File: config.mk
export PLATFORM = sky130hd
export DESIGN_NAME = cell_0
export DESIGN_NICKNAME = d
export VERILOG_FILES = /design/src/rtl/cell_0.sv
export SDC_FILE = /design/constraint.sdc
export NUM_CORES = 1
export LEC_CHECK = 0
export ABC_AREA = 1
export CAP_MARGIN = 20
export CORE_AREA = 2 2 39 41
export CTS_BUF_LIST = sky130_fd_sc_hd__clkbuf_2
export DETAILED_ROUTE_END_ITERATION = 10
export DIE_AREA = 0 0 41 43
export PLACE_DENSITY = 0.35
export SYNTH_ARGS = -nofsm -noshare
export SYNTH_HDL_FRONTEND = slang
export SYNTH_SLANG_ARGS = --single-unit
File: constraint.sdc
create_clock -name CLK -period 0.9 [get_ports CLK]
set_clock_uncertainty 0.15 [all_clocks]
set_input_delay 0.18 -clock CLK [delete_from_list [all_inputs] [get_ports CLK]]
set_output_delay 0.18 -clock CLK [all_outputs]
set_load 0.01 [all_outputs]
File: src/rtl/cell_0.sv
// cell_0: one tile of a combined multiplier/divider array.
// Selects the addend and carry-in by mode, runs a full adder against the
// incoming partial bit, and registers both sum and carry. Because both
// outputs come from flops, neighbouring tiles can be wired together
// without forming combinational loops.
module cell_0 (
  input  logic CLK,
  input  logic RST,
  input  logic Y_ROW,
  input  logic X_IN,
  input  logic P,
  input  logic IN_PREV,
  input  logic MUL_BAR,
  input  logic C_CP_R,
  input  logic C_CP_RP,
  output logic C_OUT,
  output logic OUT
);

  logic w_a;
  logic w_cin;
  logic w_sum;
  logic w_carry;
  logic r_out;
  logic r_c_out;

  // Mode mux: multiply uses the partial product X&Y with the carry from the
  // previous row; divide uses the conditionally inverted divisor bit with the
  // carry rippling in from the row neighbour.
  always_comb begin
    w_a   = 1'b0;
    w_cin = 1'b0;
    if (MUL_BAR) begin
      w_a   = Y_ROW ^ P;
      w_cin = C_CP_R;
    end else begin
      w_a   = X_IN & Y_ROW;
      w_cin = C_CP_RP;
    end
  end

  // Full adder on the incoming partial bit, selected operand and carry-in.
  always_comb begin
    w_sum   = IN_PREV ^ w_a ^ w_cin;
    w_carry = (IN_PREV & w_a) | (IN_PREV & w_cin) | (w_a & w_cin);
  end

  // Output registers; reset clears them at once and drops any pending result.
  always_ff @(posedge CLK or negedge RST) begin
    if (!RST) begin
      r_out   <= 1'b0;
      r_c_out <= 1'b0;
    end else begin
      r_out   <= w_sum;
      r_c_out <= w_carry;
    end
  end

  assign OUT   = r_out;
  assign C_OUT = r_c_out;

endmodule

==> summary.txt <==
Main metrics from the flow reports.

The run finished, with violations left. The worst setup path is launched from a primary input. The setup TNS came out at -328 ps. The chip area came out at 0.00176 mm2. The max-cap check violation count came out at 0.

The number of global-route vias before repair came out at 93. According to the hold report, the worst path is of the primary input to asynchronous set/reset pin type. The ratio of cells with drive above 1 in the final layout is 0.615. The final setup slack of the worst path came out at -99.1 ps. The final hold violation count came out at 0.

The leakage power of the design is 0.129 nW. The horizontal die dimension reported for this design is 41 um. The post-synthesis cell area is 113 um2. According to the I/O placement log, the pin count is 11.

The cell area power density is 1310 mW/mm2. The total cell area at the placement stage is 233 um2. The share of synthesized area spent on multiplexers came out at 0. The clock transition at the register clock pins on the worst setup and hold paths after CTS came out at 30 ps. The group drawing the most power is the clock network. The vertical die dimension reported for this design is 43 um. Of the total power, registers draw 0.314.

The routed design could run at a clock period as short as 999 ps. The remaining design rule violation count is 0. The checks that failed: negative setup slack. From the final report, the count of setup violators was given as 4. Counting the buffers created by CTS gives 3. The post-synth register bit count is 2.
==> cell type report <==
class                      instances  area (um2)
clock buffer                       3        15.0
fill                             162        1120
inverter                           2        7.51
multi-input combinational          9        76.3
sequential                         2        50.0
tap                               16        20.0
timing repair buffer              10        91.3
==> worst max-delay path by stage <==
stage	startpoint	to	slack, ps	cells after the start
after floorplan	P	OUT	-190	5
after global placement	MUL_BAR	OUT	-780	6
after detailed placement	MUL_BAR	OUT	-800	6
after CTS	MUL_BAR	OUT	-130	6
after global routing	MUL_BAR	OUT	-140	6
final	MUL_BAR	OUT	-100	6
==> flip-flops by register name, summed over array words and instances (netlist names) <==
name   count
C_OUT      1
OUT        1
==> per-layer routing <==
layer,up-vias,share of wire
li1,65,-
met1,53,0.33
met2,11,0.44
met3,0,0.22
met4,0,0
met5,-,0
Fig. 1: signal wires on met1
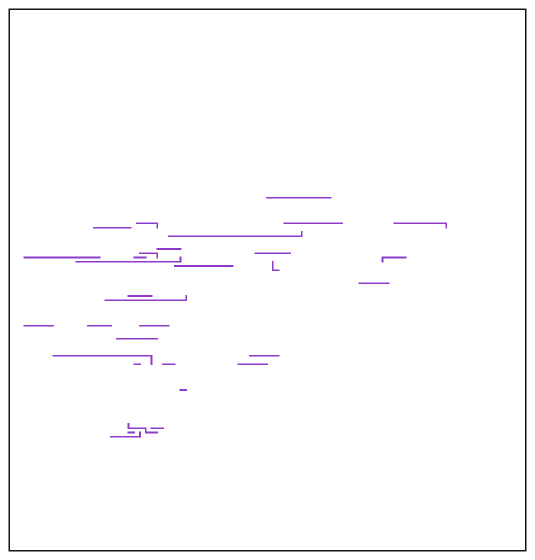
The layer carries 102 um of wire. The longest straight run is 10.6 um. The wires run mostly horizontal.
met1 layer usage reported by global route: 0.0450
drt total wl: 305 um
DR vias: 129

Fig. 2: port wiring
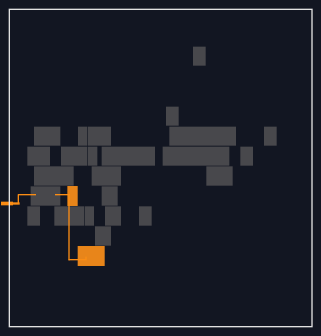
Key: orange = Y_ROW [direction input, edge left, end cells 2, buffers 1, wire 17.5 um]

Fig. 3: cell area per tile
8 x 9 tiles, from white (low) to dark blue (high), 0 to 100% covered.
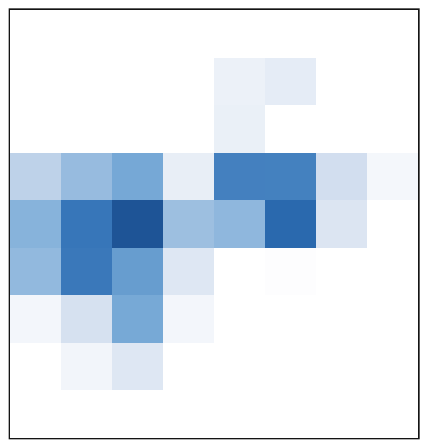
The fullest tile reaches 85%. The densest ninth of the die: left middle. The mean over all tiles is 14%. 61% of the tiles are nearly empty. 2.8% of the tiles are over 75% full.
final design utilization: 0.188
Core Box Area: 0.00138 mm2
initial cell density of the core: 0.0814

Fig. 4: met2 routing
Cells faint in the background.
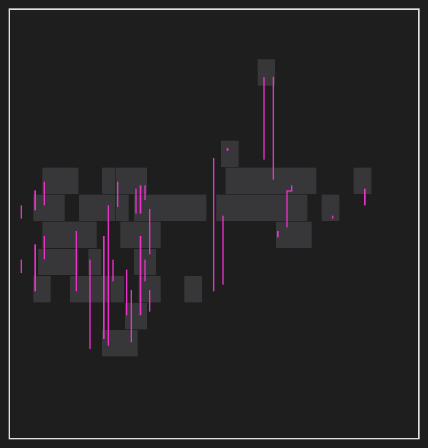
28 nets have wire on it. The layer carries 134 um of wire. The longest straight run is 13.9 um. The layer holds 44% of the routed length.

Power and IR drop assume default switching activity.
